==> src/rtl/seg7_pkg.sv <==
// Shared constants and types for the four-digit seven-segment scan driver:
// active-low hex glyph table, all-off levels and the digit index type.
package seg7_pkg;

  localparam logic [6:0] SEG_OFF = 7'h7F;
  localparam logic [3:0] AN_OFF  = 4'hF;

  // Segment order is {g,f,e,d,c,b,a}; a cleared bit lights the segment.
  localparam logic [6:0] HEX_CODE [0:15] = '{
    7'h40, 7'h79, 7'h24, 7'h30, 7'h19, 7'h12, 7'h02, 7'h78,
    7'h00, 7'h10, 7'h08, 7'h03, 7'h46, 7'h21, 7'h06, 7'h0E
  };

  typedef logic [1:0] digit_idx_t;

  localparam digit_idx_t LAST_DIGIT = 2'd3;

endpackage

==> src/rtl/seg7_scan_driver_if.sv <==
// Display-side bundle of the scan driver: counter value, enable and decimal
// point requests in, active-low segment/anode/dp lines and frame pulse out.
interface seg7_scan_driver_if;

  logic        en;
  logic [15:0] value;
  logic [3:0]  dp_in;
  logic [6:0]  seg;
  logic [3:0]  an;
  logic        dp;
  logic        frame_start;

  modport master (
    output en, value, dp_in,
    input  seg, an, dp, frame_start
  );

  modport slave (
    input  en, value, dp_in,
    output seg, an, dp, frame_start
  );

endinterface

==> src/rtl/seg7_scan_driver_hex_to_seg7.sv <==
// Combinational hex nibble to active-low seven-segment glyph decoder.
module hex_to_seg7
  import seg7_pkg::*;
(
  input  logic [3:0] nibble_i,
  output logic [6:0] seg_o
);

  assign seg_o = HEX_CODE[nibble_i];

endmodule

==> src/rtl/seg7_scan_driver.sv <==
// Four-digit multiplexed seven-segment driver with per-frame value capture and
// anode-off guard cycles. Optional macro SEG7_LEADING_ZERO_BLANK_EN blanks
// leading zero digits (digit 0 always shown).
module seg7_scan_driver
  import seg7_pkg::*;
#(
  parameter int REFRESH_DIV  = 100000,
  parameter int BLANK_CYCLES = 2
) (
  input  logic               clkin,
  input  logic               rst_n,
  seg7_scan_driver_if.slave  bus
);

  localparam int              CNT_W    = (REFRESH_DIV > 1) ? $clog2(REFRESH_DIV) : 1;
  localparam logic [CNT_W-1:0] CNT_LAST = CNT_W'(REFRESH_DIV - 1);
  localparam logic [CNT_W-1:0] CNT_LIT  = CNT_W'(BLANK_CYCLES);

  logic [CNT_W-1:0] cnt_q, cnt_d;
  digit_idx_t       idx_q, idx_d;
  logic [15:0]      shadow_q, shadow_d;
  logic             load_q, load_d;
  logic [6:0]       seg_q, seg_d;
  logic [3:0]       an_q, an_d;
  logic             dp_q, dp_d;
  logic             frame_start_q, frame_start_d;

  logic             slotEnd;
  logic             frameEnd;
  logic [3:0]       nibble;
  logic [6:0]       hexSeg;
  logic             digitSuppress;

  assign slotEnd  = (cnt_q == CNT_LAST);
  assign frameEnd = slotEnd && (idx_q == LAST_DIGIT);
  assign nibble   = shadow_q[{idx_q, 2'b00} +: 4];

  hex_to_seg7 u_hex (
    .nibble_i (nibble),
    .seg_o    (hexSeg)
  );

`ifdef SEG7_LEADING_ZERO_BLANK_EN
  // A digit is dark when it and every more significant nibble are zero.
  always_comb begin
    case (idx_q)
      2'd3:    digitSuppress = (shadow_q[15:12] == 4'h0);
      2'd2:    digitSuppress = (shadow_q[15:8]  == 8'h00);
      2'd1:    digitSuppress = (shadow_q[15:4]  == 12'h000);
      default: digitSuppress = 1'b0;
    endcase
  end
`else
  assign digitSuppress = 1'b0;
`endif

  // load_q marks the shadow capture so frame_start lands on the clock after it.
  always_comb begin
    cnt_d         = cnt_q;
    idx_d         = idx_q;
    shadow_d      = shadow_q;
    load_d        = 1'b0;
    frame_start_d = 1'b0;
    an_d          = AN_OFF;
    seg_d         = SEG_OFF;
    dp_d          = 1'b1;
    if (bus.en) begin
      frame_start_d = load_q;
      if (slotEnd) begin
        cnt_d = '0;
        idx_d = idx_q + 2'd1;
      end else begin
        cnt_d = cnt_q + 1'b1;
      end
      if (frameEnd) begin
        shadow_d = bus.value;
        load_d   = 1'b1;
      end
      if ((cnt_q >= CNT_LIT) && !digitSuppress) begin
        an_d  = ~(4'b0001 << idx_q);
        seg_d = hexSeg;
        dp_d  = ~bus.dp_in[idx_q];
      end
    end
  end

  always_ff @(posedge clkin or negedge rst_n) begin
    if (!rst_n) begin
      cnt_q         <= '0;
      idx_q         <= '0;
      shadow_q      <= 16'h0000;
      load_q        <= 1'b0;
      seg_q         <= SEG_OFF;
      an_q          <= AN_OFF;
      dp_q          <= 1'b1;
      frame_start_q <= 1'b0;
    end else begin
      cnt_q         <= cnt_d;
      idx_q         <= idx_d;
      shadow_q      <= shadow_d;
      load_q        <= load_d;
      seg_q         <= seg_d;
      an_q          <= an_d;
      dp_q          <= dp_d;
      frame_start_q <= frame_start_d;
    end
  end

  assign bus.seg         = seg_q;
  assign bus.an          = an_q;
  assign bus.dp          = dp_q;
  assign bus.frame_start = frame_start_q;

endmodule

==> src/flat_wrapper.sv <==
// flat-port wrapper written by rule: the top's interface ports become plain ports
module seg7_scan_driver_flat import seg7_pkg::*;
#(
  parameter int REFRESH_DIV  = 100000,
  parameter int BLANK_CYCLES = 2
)
  (clkin, rst_n, bus_en, bus_value, bus_dp_in, bus_seg, bus_an, bus_dp, bus_frame_start);
  seg7_scan_driver_if bus_i ();
  input  logic clkin;
  input  logic rst_n;
  input wire logic [$bits(bus_i.en)-1:0] bus_en;
  input wire logic [$bits(bus_i.value)-1:0] bus_value;
  input wire logic [$bits(bus_i.dp_in)-1:0] bus_dp_in;
  output wire logic [$bits(bus_i.seg)-1:0] bus_seg;
  output wire logic [$bits(bus_i.an)-1:0] bus_an;
  output wire logic [$bits(bus_i.dp)-1:0] bus_dp;
  output wire logic [$bits(bus_i.frame_start)-1:0] bus_frame_start;
  assign bus_i.en = bus_en;
  assign bus_i.value = bus_value;
  assign bus_i.dp_in = bus_dp_in;
  assign bus_seg = bus_i.seg;
  assign bus_an = bus_i.an;
  assign bus_dp = bus_i.dp;
  assign bus_frame_start = bus_i.frame_start;
  seg7_scan_driver #(.REFRESH_DIV(REFRESH_DIV), .BLANK_CYCLES(BLANK_CYCLES)) u_core (.clkin(clkin), .rst_n(rst_n), .bus(bus_i));
endmodule
==> config.mk <==
export PLATFORM = sky130hd
export DESIGN_NAME = seg7_scan_driver_flat
export DESIGN_NICKNAME = d
export VERILOG_FILES = /design/src/rtl/seg7_pkg.sv /design/src/rtl/seg7_scan_driver_if.sv /design/src/rtl/seg7_scan_driver_hex_to_seg7.sv /design/src/rtl/seg7_scan_driver.sv /design/src/flat_wrapper.sv
export SDC_FILE = /design/constraint.sdc
export NUM_CORES = 1
export LEC_CHECK = 0
export CAP_MARGIN = 20
export CORE_MARGIN = 4
export CORE_UTILIZATION = 30
export DETAILED_ROUTE_END_ITERATION = 10
export GPL_TIMING_DRIVEN = 0
export SYNTH_ARGS = -nofsm -noshare
export SYNTH_HDL_FRONTEND = slang
export SYNTH_HIERARCHICAL = 1
export SYNTH_SLANG_ARGS = --single-unit
==> constraint.sdc <==
create_clock -name clkin -period 2.4 [get_ports clkin]
set_input_delay 0.24 -clock clkin [delete_from_list [all_inputs] [get_ports clkin]]
set_output_delay 0.24 -clock clkin [all_outputs]
set_load 0.03 [all_outputs]
Track usage over the die:
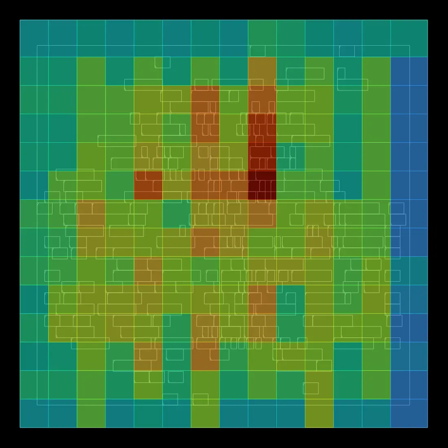
global-route track usage on met1: 0.143
GRT Total Usage: 0.103
final core occ: 0.393

Gate-type map:
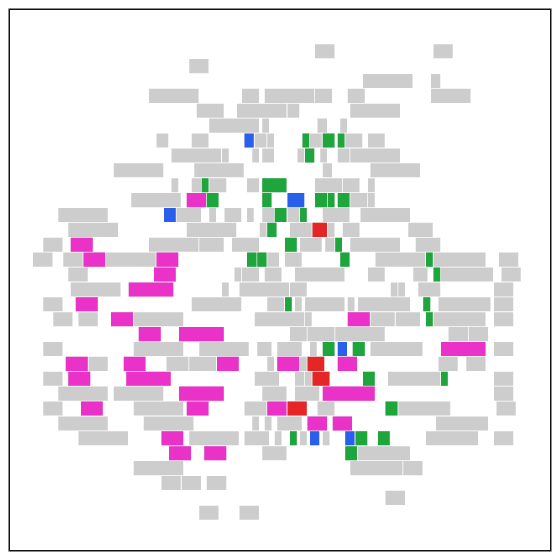
- red: AND-OR and OR-AND gates (cells 4)
- green: NAND gates (cells 33)
- magenta: multiplexers (cells 29)
- blue: inverting AOI/OAI gates (cells 6)

Drive-strength map:
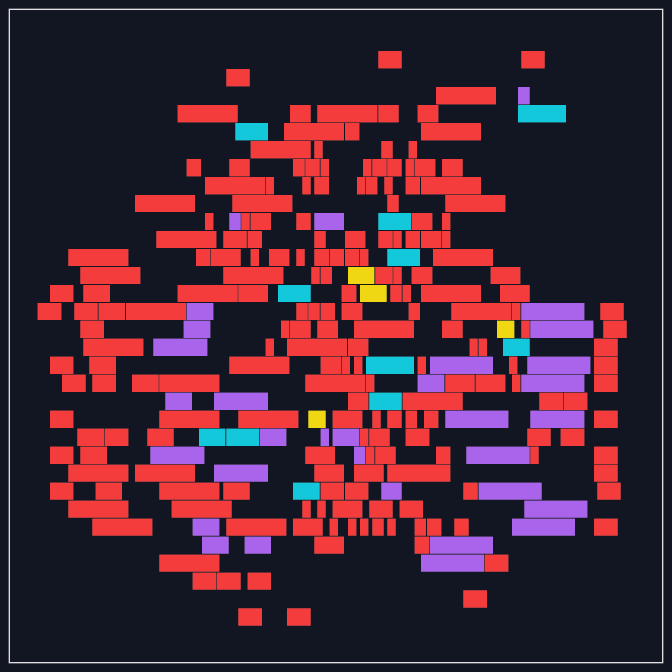
- purple: drive 2 (cells 32; most used dfstp_2)
- red: drive 1 or less (cells 202; most used dfrtp_1)
- cyan: drive 6 and up (cells 11; most used clkbuf_8)
- yellow: drive 3 to 4 (cells 4; most used buf_4)

==> PnR_summary.wiki <==
== Flow metrics ==
{| class="wikitable"
! Metric !! Value
|-
| Outcome || finished clean
|-
| Highest achievable clock rate || 446 MHz
|-
| Area of the mapped netlist || 2460 um^2
|-
| Worst r2r src || u_core/idx_q[0]$_DFFE_PN0P_
|-
| Area fraction in mux cells || 0.159
|-
| Combinational-cell power consumption || 325 uW
|-
| Buffers inserted during post-CTS setup optimization || 0
|-
| Most area-consuming cells after synthesis || sky130_fd_sc_hd__dfrtp_1, sky130_fd_sc_hd__dfstp_2, sky130_fd_sc_hd__ha_1, sky130_fd_sc_hd__mux4_2, sky130_fd_sc_hd__mux2_1
|-
| Core box area || 7850 um^2
|-
| Complex Gates by Area || 0.0284
|-
| Xor and xnor fraction of the mapped netlist area || 0.0497
|-
| Number of antenna violations at the first check in global routing || 0
|-
| 1st-iter DRT viols || 108
|-
| Drt wl/cell || 13.5 um
|-
| Number of clock sinks || 49
|-
| Diode insertion count for antenna repair || 0
|-
| Clock buffer depth || 2
|-
| Gate family responsible for the most delay along the worst path || simple AND/OR/NAND/NOR gates
|-
| Total number of warnings across the stage logs || 36
|-
| Gate count after technology mapping || 202
|-
| Chip area line of the yosys report || 2460 um^2
|-
| TritonCTS clock tree || done
|-
| Kind of start point of the critical path || flop
|-
| Required time worst endpoint || 2.65 ns
|-
| Insertion delay at the late pin of the worst-skew pair || 0.30 ns
|-
| Cells along the critical path || buf_6, mux4_2, inv_2, ha_1, and2b_2, or3b_1, o21ai_0, nand2b_1
|-
| Setup repair after global routing missed its margin || no
|-
| Most common logic cells in the final layout || sky130_fd_sc_hd__dfrtp_1, sky130_fd_sc_hd__clkdlybuf4s50_1, sky130_fd_sc_hd__nor2_1
|-
| Hold slack || 0.441 ns
|-
| Classification of the worst setup path || flop to flop
|-
| Setup TNS || 0 ns
|-
| Maximum fanout count along the critical path || 6
|-
| Cell type contributing the most total cell area after synthesis || sky130_fd_sc_hd__dfrtp_1
|-
| PnR worst setup slack || 0.160 ns
|-
| Number of gates resized after CTS || 3
|-
| Largest net degree at the start of global routing || 29
|-
| Distinct lib cells || 37
|-
| Switch Pwr || 514 uW
|-
| Clock group total power || 498 uW
|-
| Net count entering floorplan || 238
|-
| CTS hold repair buffers || 1
|-
| Buffer type at the clock tree root || sky130_fd_sc_hd__clkbuf_8
|-
| Post-synthesis cell count from yosys || 202
|-
| Max transition margin || 0.613
|-
| Sw Ratio || 0.287
|-
| GRT overflow || 0
|-
| Number of nets in the layout || 284
|-
| Clock slew at the register clock pins of the worst setup and hold paths || 0.08 ns
|-
| Minimum clock period after layout || 2.24 ns
|-
| Adder and majority gate portion of the synthesized area || 0.0660
|-
| Cell count after placement || 340
|-
| Maxcap violations || 0
|-
| Vias in the first global route || 1,649
|-
| Total I/O pin count || 36
|-
| Synth Warn # || 6
|-
| Vertical extent of the die || 98.6 um
|-
| Proportion of power drawn by combinational gates || 0.181
|-
| Initial cell density of the core || 0.314
|-
| Number of buffers created by CTS || 5
|-
| Horiz. Die Dim || 98.6 um
|-
| Final antenna-violating net count || 0
|-
| Total of endpoints with negative setup slack in the final report || 0
|-
| Most frequent logic cell in the layout || sky130_fd_sc_hd__dfrtp_1
|-
| Sequential area share after synthesis || 0.504
|-
| Sequential group share of total power || 0.541
|-
| Synth logic family || simple AND/OR/NAND/NOR gates
|-
| Max Slew Vio Count || 0
|-
| Critical path arrival || 2.49 ns
|-
| Worst setup slack after placement || -0.283 ns
|-
| Overall power after layout || 1800 uW
|-
| Via density per instance || 4.66
|-
| Slew at the pin closest to its max-slew limit || 0.575 ns
|-
| Portion of synthesized cell area occupied by the leading cell type || 0.376
|-
| Final Routed Wirelength || 4.74 mm
|-
| Placed inst area || 2960 um^2
|-
| CP bufs+invs || 2
|-
| Worst clock skew || 0.00463 ns
|-
| Ys flops || 49
|-
| Power in sequential cells || 972 uW
|-
| Leakage power total || 0.00139 uW
|-
| Wire length of the first global-routing pass || 8.08 mm
|-
| Setup crit end kind || flop
|-
| Floorplan row count || 32
|-
| Power group with the highest consumption || sequential cells
|-
| Crit-path max cell delay || 0.56 ns
|-
| Number of remaining DRC errors || 0
|-
| Slowest cell on the critical path || sky130_fd_sc_hd__mux4_2
|-
| Register-to-Register Path Depth || 8
|-
| Peak VDD IR || 0.000181 V
|-
| Total internal power || 1280 uW
|-
| Simple-gate area share of the yosys netlist || 0.164
|-
| Final instance count without filler cells || 351
|-
| Layout overhead on the synthesized area || 25.0%
|-
| Post-layout period usage || 0.933
|-
| Power share of the clock group || 0.278
|-
| Worst reg-to-reg setup slack || 0.16 ns
|-
| Placed wire-length estimate || 3.54 mm
|-
| Hold crit path type || input pin to async pin
|-
| Htree depth || 2
|-
| Average size of a mapped cell || 12.2 um^2
|-
| Capture instance of the worst register-to-register path || u_core/bus.seg[0]$_DFF_PN1_
|-
| Final Hold Viols || 0
|-
| Pwr per Cell Area || 583 nW/um^2
|-
| Port-buffer cells || 35
|-
| Detailed-route via count || 1,636
|-
| RePlAce Congestion || 0.776
|-
| Number of search-and-repair iterations in the first detailed-routing pass || 4
|-
| Layout Cell Area excl Fill || 3080 um^2
|}
==> state kept, by name (all words and copies together), names as in the netlist <==
signal / cells
u_core/bus.an: 4
u_core/shadow_q: 16
u_core/bus.dp: 1
u_core/cnt_q: 17
u_core/bus.frame_start: 1
u_core/idx_q: 2
u_core/bus.seg: 7
u_core/load_q: 1
==> metal layers <==
layer / up-vias / global-route usage / wire length, um
met5: - / 0 / 0
met4: 0 / 0.0378 / 82
met3: 6 / 0.0318 / 246
met2: 38 / 0.151 / 2030
met1: 789 / 0.143 / 2380
li1: 803 / - / -
==> how the worst max path moves through the flow <==
| stage | startpoint | endpoint | slack, ns | depth (start not counted) |
|---|---|---|---|---|
| global placement | rst_n | u_core/shadow_q[11]$_DFFE_PN0P_ | -0.32 | 1 |
| finish | u_core/idx_q[0]$_DFFE_PN0P_ | u_core/bus.seg[0]$_DFF_PN1_ | 0.16 | 8 |
| detailed placement | u_core/idx_q[0]$_DFFE_PN0P_ | u_core/bus.seg[0]$_DFF_PN1_ | -0.28 | 8 |
| floorplan | u_core/idx_q[0]$_DFFE_PN0P_ | u_core/bus.seg[0]$_DFF_PN1_ | 0.03 | 8 |
| global route | u_core/idx_q[0]$_DFFE_PN0P_ | u_core/bus.seg[0]$_DFF_PN1_ | 0.03 | 8 |
| CTS | u_core/idx_q[0]$_DFFE_PN0P_ | u_core/bus.seg[0]$_DFF_PN1_ | 0.02 | 8 |
==> synth_stat cells <==
master,instances
sky130_fd_sc_hd__clkbuf_1,5
sky130_fd_sc_hd__or3_4,1
sky130_fd_sc_hd__dfrtp_1,37
sky130_fd_sc_hd__nor2_1,18
sky130_fd_sc_hd__o22ai_1,1
sky130_fd_sc_hd__nand4_2,1
sky130_fd_sc_hd__o21a_1,1
sky130_fd_sc_hd__nor3_1,3
sky130_fd_sc_hd__nand2b_1,7
sky130_fd_sc_hd__nor2_4,1
sky130_fd_sc_hd__a21oi_1,2
sky130_fd_sc_hd__nand2_1,13
sky130_fd_sc_hd__mux2_1,9
sky130_fd_sc_hd__mux4_1,1
sky130_fd_sc_hd__dfstp_2,12
sky130_fd_sc_hd__xnor2_1,6
sky130_fd_sc_hd__mux2_2,9
sky130_fd_sc_hd__or3b_1,1
sky130_fd_sc_hd__a32o_1,1
sky130_fd_sc_hd__buf_2,1
sky130_fd_sc_hd__nand3_1,6
sky130_fd_sc_hd__inv_1,7
sky130_fd_sc_hd__and3_1,3
sky130_fd_sc_hd__a22o_1,2
sky130_fd_sc_hd__and2_1,1
sky130_fd_sc_hd__o21ai_0,2
sky130_fd_sc_hd__nor4_1,6
sky130_fd_sc_hd__and4_1,3
sky130_fd_sc_hd__o41ai_1,1
sky130_fd_sc_hd__xor2_1,8
sky130_fd_sc_hd__nor2_8,1
sky130_fd_sc_hd__ha_1,13
sky130_fd_sc_hd__nand4_1,6
sky130_fd_sc_hd__and2b_2,1
sky130_fd_sc_hd__buf_6,2
sky130_fd_sc_hd__mux4_2,5
sky130_fd_sc_hd__mux2i_1,5
==> area by class of cell <==
type,instances,area (um^2)
sequential,49,1240
clock buffer,6,82.6
inverter,7,26.3
timing repair buffer,39,390
multi-input combinational,138,1150
tap,102,128
fill,790,4770
clock inverter,2,8.76
buffer,8,53.8
No activity file was given, so power comes from the tool's default toggle rates.
